--- src/rtl/multicycle_controller.sv ---
// Sequencing FSM for a multi-cycle MIPS datapath with a shared ALU and unified memory.
// Issues per-state datapath controls and bounds every memory wait with an optional timeout.
module multicycle_controller #(
    parameter int MEM_TIMEOUT = 16
) (
    input  logic       clk,
    input  logic       rst,
    input  logic [5:0] opcode,
    input  logic       zero,
    input  logic       mem_ready,
    output logic       mem_req,
    output logic       iord,
    output logic       mem_write,
    output logic       ir_write,
    output logic       pc_en,
    output logic [1:0] pc_src,
    output logic       alu_src_a,
    output logic [1:0] alu_src_b,
    output logic [1:0] alu_op,
    output logic       reg_dst,
    output logic       mem_to_reg,
    output logic       reg_write,
    output logic       instr_done,
    output logic       illegal_op,
    output logic       mem_err,
    output logic [3:0] state
);

    typedef enum logic [3:0] {
        S_RESET   = 4'd0,
        S_FETCH   = 4'd1,
        S_DECODE  = 4'd2,
        S_MEMADR  = 4'd3,
        S_MEMRD   = 4'd4,
        S_MEMWB   = 4'd5,
        S_MEMWR   = 4'd6,
        S_EXECUTE = 4'd7,
        S_ALUWB   = 4'd8,
        S_BRANCH  = 4'd9,
        S_ADDIEX  = 4'd10,
        S_ADDIWB  = 4'd11,
        S_JUMP    = 4'd12
    } state_t;

    localparam logic [5:0] OP_RTYPE = 6'h00;
    localparam logic [5:0] OP_J     = 6'h02;
    localparam logic [5:0] OP_BEQ   = 6'h04;
    localparam logic [5:0] OP_ADDI  = 6'h08;
    localparam logic [5:0] OP_LW    = 6'h23;
    localparam logic [5:0] OP_SW    = 6'h2B;

    localparam bit         TIMEOUT_EN   = (MEM_TIMEOUT != 0);
    localparam logic [7:0] TIMEOUT_LAST = 8'(MEM_TIMEOUT - 1);

    state_t     state_q;
    state_t     state_d;
    logic [7:0] wait_cnt;
    logic [7:0] wait_cnt_d;
    logic       mem_state;
    logic       timeout;
    logic       op_legal;

    assign state     = state_q;
    assign mem_state = (state_q == S_FETCH) || (state_q == S_MEMRD) || (state_q == S_MEMWR);
    // mem_ready has priority: a completing access never times out
    assign timeout   = TIMEOUT_EN && mem_state && !mem_ready && (wait_cnt == TIMEOUT_LAST);

    always_comb begin
        op_legal = 1'b0;
        case (opcode)
            OP_RTYPE, OP_J, OP_BEQ, OP_ADDI, OP_LW, OP_SW: op_legal = 1'b1;
            default:                                       op_legal = 1'b0;
        endcase
    end

    always_ff @(posedge clk or posedge rst) begin
        if (rst) begin
            state_q  <= S_RESET;
            wait_cnt <= 8'd0;
        end else begin
            state_q  <= state_d;
            wait_cnt <= wait_cnt_d;
        end
    end

    always_comb begin
        state_d = S_FETCH;
        case (state_q)
            S_RESET:  state_d = S_FETCH;
            S_FETCH:  state_d = mem_ready ? S_DECODE : S_FETCH;
            S_DECODE: begin
                case (opcode)
                    OP_LW, OP_SW: state_d = S_MEMADR;
                    OP_RTYPE:     state_d = S_EXECUTE;
                    OP_BEQ:       state_d = S_BRANCH;
                    OP_ADDI:      state_d = S_ADDIEX;
                    OP_J:         state_d = S_JUMP;
                    default:      state_d = S_FETCH;
                endcase
            end
            S_MEMADR: state_d = (opcode == OP_LW) ? S_MEMRD : S_MEMWR;
            S_MEMRD: begin
                if (mem_ready)    state_d = S_MEMWB;
                else if (timeout) state_d = S_FETCH;
                else              state_d = S_MEMRD;
            end
            S_MEMWR:   state_d = (mem_ready || timeout) ? S_FETCH : S_MEMWR;
            S_EXECUTE: state_d = S_ALUWB;
            S_ADDIEX:  state_d = S_ADDIWB;
            default:   state_d = S_FETCH;
        endcase
    end

    // Counter runs only while a memory state is stalled; any exit or timeout re-arms it
    always_comb begin
        wait_cnt_d = 8'd0;
        if (mem_state && !mem_ready && !timeout) begin
            wait_cnt_d = (wait_cnt == 8'hFF) ? wait_cnt : wait_cnt + 8'd1;
        end
    end

    always_comb begin
        mem_req    = 1'b0;
        iord       = 1'b0;
        mem_write  = 1'b0;
        ir_write   = 1'b0;
        pc_en      = 1'b0;
        pc_src     = 2'b00;
        alu_src_a  = 1'b0;
        alu_src_b  = 2'b00;
        alu_op     = 2'b00;
        reg_dst    = 1'b0;
        mem_to_reg = 1'b0;
        reg_write  = 1'b0;
        instr_done = 1'b0;
        illegal_op = 1'b0;
        mem_err    = timeout;
        case (state_q)
            S_FETCH: begin
                mem_req   = 1'b1;
                alu_src_b = 2'b01;
                ir_write  = mem_ready;
                pc_en     = mem_ready;
            end
            S_DECODE: begin
                alu_src_b  = 2'b11;
                illegal_op = !op_legal;
            end
            S_MEMADR, S_ADDIEX: begin
                alu_src_a = 1'b1;
                alu_src_b = 2'b10;
            end
            S_MEMRD: begin
                mem_req = 1'b1;
                iord    = 1'b1;
            end
            S_MEMWB: begin
                reg_write  = 1'b1;
                mem_to_reg = 1'b1;
                instr_done = 1'b1;
            end
            S_MEMWR: begin
                mem_req    = 1'b1;
                iord       = 1'b1;
                mem_write  = 1'b1;
                instr_done = mem_ready;
            end
            S_EXECUTE: begin
                alu_src_a = 1'b1;
                alu_op    = 2'b10;
            end
            S_ALUWB: begin
                reg_write  = 1'b1;
                reg_dst    = 1'b1;
                instr_done = 1'b1;
            end
            S_BRANCH: begin
                alu_src_a  = 1'b1;
                alu_op     = 2'b01;
                pc_src     = 2'b01;
                pc_en      = zero;
                instr_done = 1'b1;
            end
            S_ADDIWB: begin
                reg_write  = 1'b1;
                instr_done = 1'b1;
            end
            S_JUMP: begin
                pc_src     = 2'b10;
                pc_en      = 1'b1;
                instr_done = 1'b1;
            end
            default: ;
        endcase
    end

endmodule

--- config.mk ---
export PLATFORM = sky130hd
export DESIGN_NAME = multicycle_controller
export DESIGN_NICKNAME = d
export VERILOG_FILES = /design/src/rtl/multicycle_controller.sv
export SDC_FILE = /design/constraint.sdc
export NUM_CORES = 1
export LEC_CHECK = 0
export ABC_CLOCK_PERIOD_IN_PS = 1400
export CORE_UTILIZATION = 25
export DETAILED_ROUTE_END_ITERATION = 8
export PLACE_DENSITY = 0.58
export SLEW_MARGIN = 0
export SYNTH_ARGS = -nofsm -noshare
export SYNTH_HDL_FRONTEND = slang
export SYNTH_SLANG_ARGS = --single-unit
--- constraint.sdc ---
create_clock -name clk -period 1.4 [get_ports clk]
set_input_delay 0.14 -clock clk [delete_from_list [all_inputs] [get_ports clk]]
set_output_delay 0.14 -clock clk [all_outputs]
set_load 0.02 [all_outputs]
==> ci_impl_report.md, run 1 <==
### Metrics collected by this job

| Metric | Value |
|---|---|
| Clock tree from TritonCTS | `done` |
| Kind of launch point of the worst setup path | `register` |
| Number of synthesized register bits | `12` |
| Global router's overall resource usage | `18.64%` |
| RSZ-0062 raised after global routing | `true` |
| DR WL met2 | `1.854 mm` |
| Max transition margin | `70.58%` |
| GR Overflow Total | `0` |
| Slowest stage cell, crit path | `dfrtp_2` |
| Layout cell share with drive strength beyond 1 | `61.19%` |
| Area of the chip | `4060 sq um` |
| Number of cells in Yosys stat | `119` |
| Distinct cells, synth | `37` |
| Sequential fraction of the synthesis area | `31.54%` |
| Synth Area in Compound Gates | `23.26%` |
| Source of the critical timing path | `state[1]$_DFF_PP0_` |
| Final setup margin | `-0.3335 ns` |
| Buffers plus inverters on the worst setup path | `1` |
| Area growth, synth to finish | `118.1%` |
| HPWL after detailed placement | `2.349 mm` |
| H-tree levels | `1` |
| Met3 usage in global routing | `1.812%` |
| Antenna Violating Nets Remaining | `0` |
| Total stage count of the critical path | `4` |
| Summed instance area of the synthesized netlist | `952.2 sq um` |
| Gr busiest metal | `met2` |
| Critical Path AT | `1.59 ns` |
| Top cell excl fill/tap | `buf_4` |
| Worst R2R End | `wait_cnt[2]$_DFFE_PP0P_` |
| Library cell with the largest summed area after synthesis | `dfrtp_1` |
| Most used DFF post-synth | `dfrtp_1` |
| Net count reported at finish | `213` |
| Min cycle time layout | `1.733 ns` |
| Data required, critical path | `1.26 ns` |
| Maximum frequency from static timing analysis | `576.9 MHz` |
| Via total after detailed routing | `1,225` |
| DRT Pass-1 Iters | `4` |
| TritonCTS Buffers | `3` |
| Layout filler cell count | `335` |
| Pin slew with the least headroom to its limit | `0.4408 ns` |
| Power share of the sequential group | `13.5%` |
| Post-route clock period utilization | `123.8%` |
| Dpl cells | `235` |
| Number of enable flip-flop cells | `0` |
| Sw Pwr | `0.001440 W` |
| Critical path class | `register to output port` |
| Violations in the final reports | `negative setup slack` |
| Core Rows | `22` |
| Total routed wirelength | `3.427 mm` |
| DRC viols | `0` |
| Number of buffer cells added on primary ports | `31` |
| Vertical extent of the die | `63.72 um` |
| Final setup vio count | `26` |
| GPL Wtd Cong | `0.7717` |
| Mean number of vias per cell | `4.920` |
| HP Class | `input port to asynchronous set/reset pin` |
| Fin cells | `249` |
| Fraction of met2 tracks used by global routing | `35.64%` |
| Total core area | `3661 sq um` |
| Run status | `complete, but fails checks` |
| Sink Count | `12` |
| Count of pins on the block boundary | `32` |
| Endpoints failing hold | `0` |
| Critical Path Sink | `mem_err` |
| Post-Route M1 WL | `1.387 mm` |
| Register clock-pin slew on the reported worst setup and hold paths | `0.05 ns` |
| Initial antenna violation count | `0` |
| Final Total Pwr | `0.003483 W` |
| Met1 usage | `20.64%` |
| Internal reg-to-reg setup slack | `-0.30 ns` |
| Floorplan net count | `130` |
| Fraction of power consumed by the clock network | `10.9%` |
run 1: repair_timing:
item                                    4_1_cts  5_1_grt
pin swaps                                     9        9
endpoints found under the setup margin       33       31
cloned                                        1        0
setup buffers                                 8        1
endpoints found under the hold margin         0        0
hold buffers                                  0        0
resized                                     141       25
run 1: synthesized netlist by cell type (all sizes together) (2+ instances only):
master	count
dfrtp	12
o21ai	5
nor2b	3
xor2	2
clkbuf	6
mux2i	2
nand3	3
o211ai	3
nand4b	2
and4	2
a21oi	10
a211oi	4
o22ai	2
nor4	2
nor3	5
a31oi	2
nand2	8
nand2b	7
and3	6
nor2	19
a211o	2
run 1: flip-flops by register name (all words and copies together) (netlist names):
name and cells:
wait_cnt 8, state 4
run 1: cell type report:
type | instances | area, sq um | area share [%]
clock buffer | 4 | 55.05 | 2.651
inverter | 1 | 3.754 | 0.1807
multi-input combinational | 100 | 885.9 | 42.65
sequential | 12 | 305.3 | 14.70
tap | 48 | 60.06 | 2.892
timing repair buffer | 84 | 767.0 | 36.93
run 1: metrics by stage:
stage	setup WS, ns	area [sq um]	hold slack (ns)	setup TNS (ns)
2_1_floorplan	-0.1770	1033	0.004496	-1.362
3_3_place_gp	-0.5184	1688	0.4793	-7.555
3_5_place_dp	-0.5463	1688	0.4804	-8.318
4_1_cts	-0.3396	1979	0.2161	-4.829
5_1_grt	-0.3861	2077	0.2715	-6.152
6_report	-0.3335	2077	0.2057	-4.640
run 1: power groups by stage:
stage               clock network [W]  logic [W]  registers [W]
floorplan                           0   0.000961       0.000545
global placement                    0    0.00185       0.000454
detailed placement                  0    0.00186       0.000462
CTS                          0.000392    0.00239       0.000466
global route                 0.000401    0.00280       0.000476
finish                       0.000379    0.00264       0.000469
**Run 1: PDN straps and rails**

(6 px per um) Pins as bars on the die edge. Tap cells in gray.
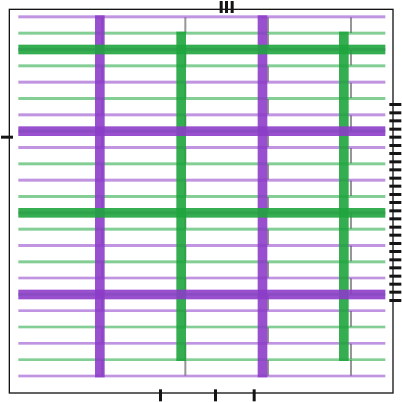
VSS: in purple. VDD: in green.
The core has 22 rows. 23 met1 rails follow the rows. 48 tap cells.

**Run 1: clock routing**

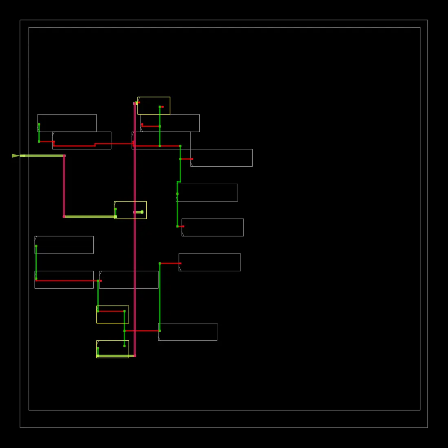
seq_cells: 12
insertion delay at the late pin of the worst-skew pair: 0.24 ns

**Run 1: signal wires by layer**

(6 px per um)
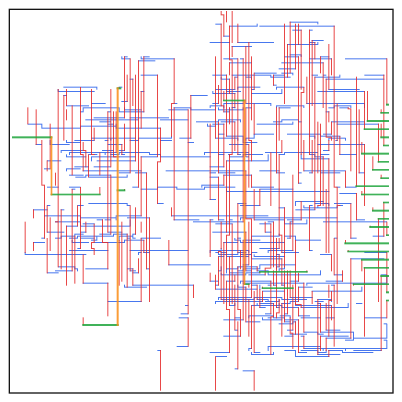
metal 1: in blue, wire length 1,390 um. metal 2: in red, wire length 1,850 um. metal 3: in green, wire length 106 um. metal 4: in orange, wire length 79.6 um.

## Run 2: what changed since run 1
--- a/config.mk
+++ b/config.mk
@@ -8,7 +8,8 @@
 export ABC_CLOCK_PERIOD_IN_PS = 1400
 export CORE_UTILIZATION = 25
 export DETAILED_ROUTE_END_ITERATION = 8
-export PLACE_DENSITY = 0.58
+export PLACE_DENSITY_LB_ADDON = 0.15
+export SKIP_CTS_REPAIR_TIMING = 1
 export SLEW_MARGIN = 0
 export SYNTH_ARGS = -nofsm -noshare
 export SYNTH_HDL_FRONTEND = slang
**Run 2: PDN straps and rails**

(6 px per um) Pins as bars on the die edge. Tap cells in gray.
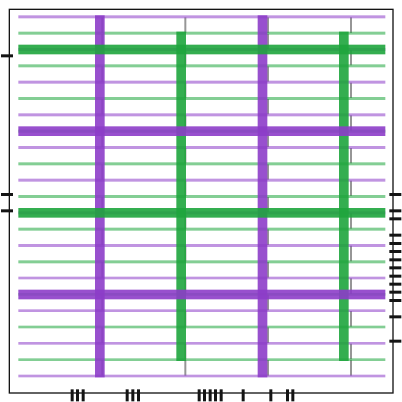
VDD: in green. VSS: in purple.
32 signal pins sit on the boundary. 4 straps on met4.

**Run 2: met2 routing**

(4 px per um)
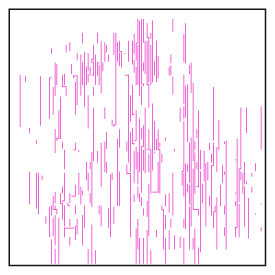
185 nets have wire on it. The wires run mostly vertical. The layer holds 49% of the routed length.

**Run 2: signal wires by layer**

(6 px per um)
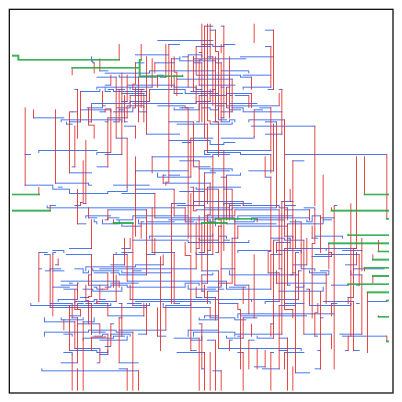
metal 1: in blue, wire length 1,600 um. metal 3: in green, wire length 118 um. metal 2: in red, wire length 1,650 um.

==> run 2 against run 1 <==
  * The flow still finishes with violations (negative setup slack)
  * Via count decreased by 1.4%
  * Register-to-register slack got worse by 0.04 ns
  * Synthesized cell count did not move
  * Critical path depth did not move
  * First-iteration DRC count is 44% lower
  * Non-clock buffer count shrank 1
  * Clock skew decreased by 0.00087 ns
  * Global-route usage shrank 3.5 points
  * Design area is 0.66% lower
  * Sequential share of layout area is 0.098 points higher
  * Largest cell class unchanged
  * Highest routed layer is now met3
==> ci_impl_report.md, run 2 <==
### Metrics collected by this job

| Metric | Value |
|---|---|
| Internal reg-to-reg setup slack | `-0.34 ns (was -0.30 ns)` |
| Final Total Pwr | `0.003597 W (was 0.003483 W)` |
| H-tree levels | `1 (unchanged)` |
| Summed instance area of the synthesized netlist | `952.2 sq um (unchanged)` |
| Number of cells in Yosys stat | `119 (unchanged)` |
| Total routed wirelength | `3.364 mm (was 3.427 mm)` |
| Sink Count | `12 (unchanged)` |
| Layout cell share with drive strength beyond 1 | `58.00% (was 61.19%)` |
| Number of enable flip-flop cells | `0 (unchanged)` |
| Slowest stage cell, crit path | `dfrtp_2 (unchanged)` |
| Core Rows | `22 (unchanged)` |
| HPWL after detailed placement | `2.272 mm (was 2.349 mm)` |
| Total stage count of the critical path | `4 (unchanged)` |
| Endpoints failing hold | `0 (unchanged)` |
| Number of buffer cells added on primary ports | `31 (unchanged)` |
| HP Class | `input port to asynchronous set/reset pin (unchanged)` |
| Pre-CTS WS | `-0.5373 ns (was -0.5463 ns)` |
| Most frequent cell after synthesis | `nor2_1 (unchanged)` |
| Vertical extent of the die | `63.72 um (unchanged)` |
| Top cell excl fill/tap | `buf_4 (unchanged)` |
| Layout filler cell count | `310 (was 335)` |
| Library cell with the largest summed area after synthesis | `dfrtp_1 (unchanged)` |
| Worst R2R End | `wait_cnt[5]$_DFFE_PP0P_ (was wait_cnt[2]$_DFFE_PP0P_)` |
| Final setup vio count | `25 (was 26)` |
| Register clock-pin slew on the reported worst setup and hold paths | `0.05 ns (about the same)` |
| Count of pins on the block boundary | `32 (unchanged)` |
| TritonCTS Buffers | `3 (unchanged)` |
| Critical path class | `register to output port (unchanged)` |
| Pin slew with the least headroom to its limit | `0.4445 ns (was 0.4408 ns)` |
| Insertion delay at the late pin of the worst-skew pair | `0.24 ns (about the same)` |
| Final setup margin | `-0.3536 ns (was -0.3335 ns)` |
| Buffers plus inverters on the worst setup path | `1 (unchanged)` |
| Antenna Violating Nets Remaining | `0 (unchanged)` |
| Synth Area in Compound Gates | `23.26% (unchanged)` |
| Critical Path Sink | `mem_err (unchanged)` |
| Net count reported at finish | `212 (was 213)` |
| Total non-filler cell area in the finished layout | `2063 sq um (was 2077 sq um)` |
| Most used DFF post-synth | `dfrtp_1 (unchanged)` |
| Floorplan net count | `130 (unchanged)` |
| Global router's overall resource usage | `15.10% (was 18.64%)` |
| Max transition margin | `70.33% (was 70.58%)` |
| Violations in the final reports | `negative setup slack (unchanged)` |
| Critical Path AT | `1.61 ns (was 1.59 ns)` |
| Setup Total Neg Slack | `-5.192 ns (was -4.640 ns)` |
| Tool warnings | `28 (was 29)` |
| Total core area | `3661 sq um (unchanged)` |
| Via total after detailed routing | `1,208 (was 1,225)` |
| Data required, critical path | `1.26 ns (about the same)` |
| Number of flip-flops under the largest register name | `8 (unchanged)` |
| Min cycle time layout | `1.754 ns (was 1.733 ns)` |
| Maximum frequency from static timing analysis | `570.3 MHz (was 576.9 MHz)` |
| Dpl cells | `231 (was 235)` |
| GPL Wtd Cong | `0.8259 (was 0.7717)` |
| Source of the critical timing path | `state[1]$_DFF_PP0_ (unchanged)` |
| Area of the chip | `4060 sq um (unchanged)` |
| Most frequent cells after synthesis | `nor2_1 (19), dfrtp_1 (12), a21oi_1 (10), nand2_1 (8) (unchanged)` |
| Clock tree from TritonCTS | `done (unchanged)` |
| GR Overflow Total | `0 (unchanged)` |
| Sequential fraction of the synthesis area | `31.54% (unchanged)` |
| Distinct cells, synth | `37 (unchanged)` |
| Run status | `complete, but fails checks (unchanged)` |
| Initial antenna violation count | `0 (unchanged)` |
[run 2: how the worst min path moves through the flow]
stage | depth (start not counted) | end
final | 2 | wait_cnt[6]$_DFFE_PP0P_
after global routing | 2 | wait_cnt[0]$_DFFE_PP0P_
after CTS | 2 | state[3]$_DFF_PP0_
after detailed placement | 2 | wait_cnt[0]$_DFFE_PP0P_
after global placement | 2 | state[3]$_DFF_PP0_
after floorplan | 1 | state[3]$_DFF_PP0_
[run 2: routing by layer]
layer | share of wire, % | vias to the layer above | track usage [%]
li1 | - | 608 | -
met1 | 47 | 574 | 21.88
met2 | 49 | 26 | 23.27
met3 | 3.5 | 0 | 3.080
met4 | 0 | 0 | 1.989
met5 | 0 | - | 0
[run 2: report_power, final]
group	total [W]	internal (W)	switching [W]
Combinational	0.00275	0.00150	0.00125
Sequential	0.000475	0.000416	0.0000592
Clock	0.000374	0.000248	0.000126
[run 2: layout make-up]
cell class	count	area [sq um]	share of cell area, %
clock buffers	4	55.05	2.668
inverters	1	3.754	0.1819
flip-flops and latches	12	305.3	14.80
repair buffers	83	795.8	38.57
well taps	48	60.06	2.911
multi-input cells	100	843.3	40.87
[run 2: kinds of logic after synthesis]
logic type               Yosys count
AND/OR/NAND/NOR                   62
AND-OR/OR-AND                     32
flip-flops                        12
buffers and inverters              7
XOR/XNOR                           3
multiplexers                       2
adder cells (fa/ha/maj)            1
[run 2: worst register-to-register path: stages (launching register included)]
cell and delay (ns):
dfrtp_2 0.40, or3b_4 0.39, a211o_1 0.35, buf_4 0.16, nand2b_4 0.20, a211oi_2 0.16
## Run 3: what changed since run 2
--- a/config.mk
+++ b/config.mk
@@ -5,7 +5,6 @@
 export SDC_FILE = /design/constraint.sdc
 export NUM_CORES = 1
 export LEC_CHECK = 0
-export ABC_CLOCK_PERIOD_IN_PS = 1400
 export CORE_UTILIZATION = 25
 export DETAILED_ROUTE_END_ITERATION = 8
 export PLACE_DENSITY_LB_ADDON = 0.15
**Run 3: clock routing**

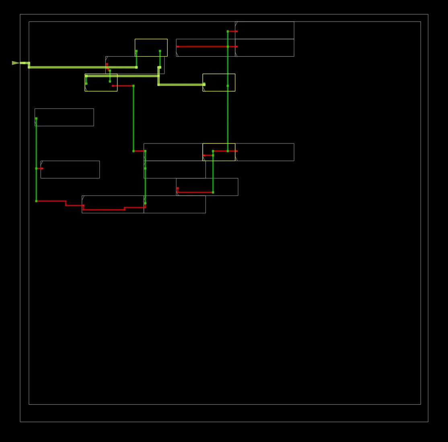
TritonCTS Buffers: 3
power dissipated in the clock network: 0.000374 W
clock buffer instance count of the final layout: 4

**Run 3: signal wires by layer**

(6 px per um)
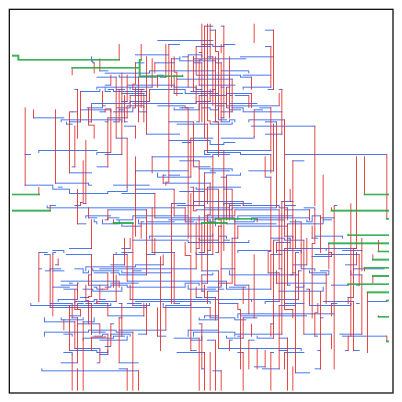
metal 3: in green, wire length 118 um. metal 1: in blue, wire length 1,600 um. metal 2: in red, wire length 1,650 um.

**Run 3: met3 routing**

(4 px per um)
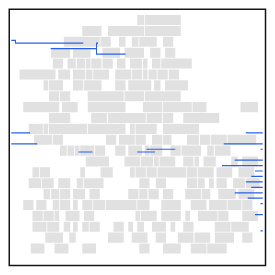
The layer carries 118 um of wire. 21 nets have wire on it. The wires run mostly horizontal. The longest straight run is 16.8 um. The layer holds 3.5% of the routed length.

==> run 3 against run 2 <==
  * The run still ends with negative setup slack left
  * Sequential power about the same
  * Non-clock buffer count stayed put
  * Combinational power about the same
  * Cell count unchanged
  * Core utilization did not move
  * Sequential share of layout area stayed put
  * Critical endpoint unchanged
  * Largest power group unchanged
  * Highest routed layer unchanged
==> ci_impl_report.md, run 3 <==
### Metrics collected by this job

| Metric | Value |
|---|---|
| Register clock-pin slew on the reported worst setup and hold paths | `0.05 ns (about the same)` |
| Tool warnings | `28 (unchanged)` |
| Floorplan net count | `130 (unchanged)` |
| Fraction of met2 tracks used by global routing | `23.27% (unchanged)` |
| Endpoint class of the critical path | `output port (unchanged)` |
| Arithmetic-cell share of the synthesized area counting full adders, half adders and majority gates | `1.314% (unchanged)` |
| Count of pins on the block boundary | `32 (unchanged)` |
| Data required, critical path | `1.26 ns (about the same)` |
| Top library cells by usage in the layout, fill and taps aside | `buf_4 (48), buf_6 (14), nor2_1 (13) (unchanged)` |
| Violations in the final reports | `negative setup slack (unchanged)` |
| Final standard cell utilization of the core | `56.36% (unchanged)` |
| Most frequent cell after synthesis | `nor2_1 (unchanged)` |
| Distinct cells, synth | `37 (unchanged)` |
| Total non-filler cell area in the finished layout | `2063 sq um (unchanged)` |
| Pin count of the biggest net entering global routing | `15 (unchanged)` |
| Area of the chip | `4060 sq um (unchanged)` |
| Post-synthesis async set-or-reset flop share | `100.0% (unchanged)` |
| DRC viols | `0 (unchanged)` |
| Pin slew with the least headroom to its limit | `0.4445 ns (unchanged)` |
| Number of pins with negative max-slew slack in the final report | `0 (unchanged)` |
| Total routed wirelength | `3.364 mm (unchanged)` |
| Layout cell share with drive strength beyond 1 | `58.00% (unchanged)` |
| H-tree levels | `1 (unchanged)` |
| Cell type group with the largest total delay on the critical path | `simple AND/OR/NAND/NOR gates (unchanged)` |
| Number of buffer cells added on primary ports | `31 (unchanged)` |
| Kind of launch point of the worst setup path | `register (unchanged)` |
| Clock tree from TritonCTS | `done (unchanged)` |
| Worst IR Drop VDD | `0.6915 mV (unchanged)` |
| Ordered cell list for the critical path | `or3b_4, a211o_1, nor2_4, buf_6 (unchanged)` |
| Initial antenna violation count | `0 (unchanged)` |
| Crit Path Max Fanout | `2 (unchanged)` |
| HPWL after detailed placement | `2.272 mm (unchanged)` |
| Summed instance area of the synthesized netlist | `952.2 sq um (unchanged)` |
| Register ranked first by flip-flop count | `wait_cnt (unchanged)` |
| Core Util at FP | `26.01% (unchanged)` |
| Post-route clock period utilization | `125.3% (unchanged)` |
| Ratio of total power to cell area | `1743 nW/um^2 (unchanged)` |
| Critical path class | `register to output port (unchanged)` |
| Sequential fraction of the synthesis area | `31.54% (unchanged)` |
| Top cell excl fill/tap | `buf_4 (unchanged)` |
| HP Class | `input port to asynchronous set/reset pin (unchanged)` |
| Fin Hold WS | `0.2029 ns (unchanged)` |
| Synthesized instance count | `119 (unchanged)` |
| Max incr delay on CP | `0.40 ns (about the same)` |
| Final Total Pwr | `0.003597 W (unchanged)` |
| Number of synthesized register bits | `12 (unchanged)` |
| Buffers plus inverters on the worst setup path | `1 (unchanged)` |
| Antenna diodes | `0 (unchanged)` |
| Maximum frequency from static timing analysis | `570.3 MHz (unchanged)` |
| Antenna Violating Nets Remaining | `0 (unchanged)` |
| Library cell with the largest summed area after synthesis | `dfrtp_1 (unchanged)` |
| Setup Total Neg Slack | `-5.192 ns (unchanged)` |
| Most frequent cells after synthesis | `nor2_1 (19), dfrtp_1 (12), a21oi_1 (10), nand2_1 (8) (unchanged)` |
| Dominant kind of combinational cell | `simple AND/OR/NAND/NOR gates (unchanged)` |
| Violation count after the first detailed-route iteration | `25 (unchanged)` |
| DRT Pass-1 Iters | `4 (unchanged)` |
| Gr busiest metal | `met2 (unchanged)` |
| Net count reported at finish | `212 (unchanged)` |
| Static power due to leakage | `0.9787 nW (unchanged)` |
| Dpl cells | `231 (unchanged)` |
| Layout filler cell count | `310 (unchanged)` |
| Overall die width | `63.72 um (unchanged)` |
| Post-placement cell area | `1658 sq um (unchanged)` |
| Max transition margin | `70.33% (unchanged)` |
| Vertical extent of the die | `63.72 um (unchanged)` |
| Area fraction in and, or, nand and nor cells | `36.14% (unchanged)` |
| Area share of the largest cell type after synthesis | `31.54% (unchanged)` |
| Final setup margin | `-0.3536 ns (unchanged)` |
| Critical Path AT | `1.61 ns (about the same)` |
| Global router's overall resource usage | `15.10% (unchanged)` |
| Met3 usage in global routing | `3.080% (unchanged)` |
| Via count of the first global-routing pass | `1,057 (unchanged)` |
| XOR-XNOR Cells, Area Fraction | `2.760% (unchanged)` |
| DR WL/cell | `13.56 um (unchanged)` |
| Average footprint of a synthesized cell | `8.001 sq um (unchanged)` |
| Min cycle time layout | `1.754 ns (unchanged)` |
| Number of cells in Yosys stat | `119 (unchanged)` |
| Mean number of vias per cell | `4.871 (unchanged)` |
| Yosys warning count | `0 (unchanged)` |
| GPL Wtd Cong | `0.8259 (unchanged)` |
| Max-cap check violation count | `0 (unchanged)` |
| Sink Count | `12 (unchanged)` |
| Setup clock skew after layout | `0.002076 ns (unchanged)` |
| Global-route wire length before repair | `4.961 mm (unchanged)` |
| Insertion delay at the late pin of the worst-skew pair | `0.24 ns (about the same)` |
| Most used DFF post-synth | `dfrtp_1 (unchanged)` |
| Synth Area in Compound Gates | `23.26% (unchanged)` |
| Final setup vio count | `25 (unchanged)` |
| Pre-CTS WS | `-0.5373 ns (unchanged)` |
| Run status | `complete, but fails checks (unchanged)` |
| Area growth, synth to finish | `116.7% (unchanged)` |
| Slowest stage cell, crit path | `dfrtp_2 (unchanged)` |
| Yosys synthesis chip area | `952.2 sq um (unchanged)` |
| Top area cells in the synthesized netlist | `dfrtp_1 (32%), nor2_1 (7.5%), a21oi_1 (5.3%), a211oi_2 (3.9%), and3_1 (3.9%) (unchanged)` |
| CTS Buffer Depth | `2 (unchanged)` |
| Number of enable flip-flop cells | `0 (unchanged)` |
| Fin cells | `248 (unchanged)` |
| Clk root buf | `clkbuf_8 (unchanged)` |
| Number of flip-flops under the largest register name | `8 (unchanged)` |
| Total core area | `3661 sq um (unchanged)` |
| Endpoints failing hold | `0 (unchanged)` |
| GR Overflow Total | `0 (unchanged)` |
| Via total after detailed routing | `1,208 (unchanged)` |
| Core Rows | `22 (unchanged)` |
| RSZ-0062 raised after global routing | `true (unchanged)` |
| Met1 usage | `21.88% (unchanged)` |
| Synth mux share | `2.102% (unchanged)` |
run 3: cell counts after synthesis:
No cell type changed its count.
run 3: path summary, 6_finish.rpt:
| path | cells after the start | slack [ns] | endpoint | from |
|---|---|---|---|---|
| worst max-delay path | 4 | -0.35 | mem_err | state[1]$_DFF_PP0_ |
| worst min-delay path | 2 | 0.20 | wait_cnt[6]$_DFFE_PP0P_ | rst |
| worst max register to register | 5 | -0.34 | wait_cnt[5]$_DFFE_PP0P_ | state[1]$_DFF_PP0_ |
| worst min register to register | 3 | 0.69 | wait_cnt[1]$_DFFE_PP0P_ | wait_cnt[0]$_DFFE_PP0P_ |
| max in group asynchronous | 2 | 0.87 | state[2]$_DFF_PP0_ | rst |
| min in group clk | 4 | 0.42 | state[1]$_DFF_PP0_ | opcode[2] |
run 3: layout make-up:
| type | instances | area, sq um | share of cell area (%) |
|---|---|---|---|
| multi-input combinational | 100 | 843.3 | 40.87 |
| tap | 48 | 60.06 | 2.911 |
| inverter | 1 | 3.754 | 0.1819 |
| clock buffer | 4 | 55.05 | 2.668 |
| sequential | 12 | 305.3 | 14.80 |
| timing repair buffer | 83 | 795.8 | 38.57 |
run 3: worst reg2reg max path: cells and delay by family (launching register included):
family,cells,cell delay (ns)
and+or+nand+nor,2,0.59
buffers and inverters,1,0.16
AOI/OAI and AO/OA,2,0.51
DFF,1,0.40
run 3: metal layers:
layer	share of wire [%]	vias to the layer above	wire length [um]
li1	-	608	-
met1	47	574	1595
met2	49	26	1651
met3	3.5	0	117
met4	0	0	0
met5	0	-	0
run 3: report_power, final:
part           switching (W)  internal [W]  leakage [nW]
clock               0.000126      0.000248        0.0288
combinational        0.00125       0.00150         0.793
sequential         0.0000592      0.000416         0.157
total                0.00143       0.00217         0.979
Power figures rest on the tool's default switching activity, not on a simulated workload.
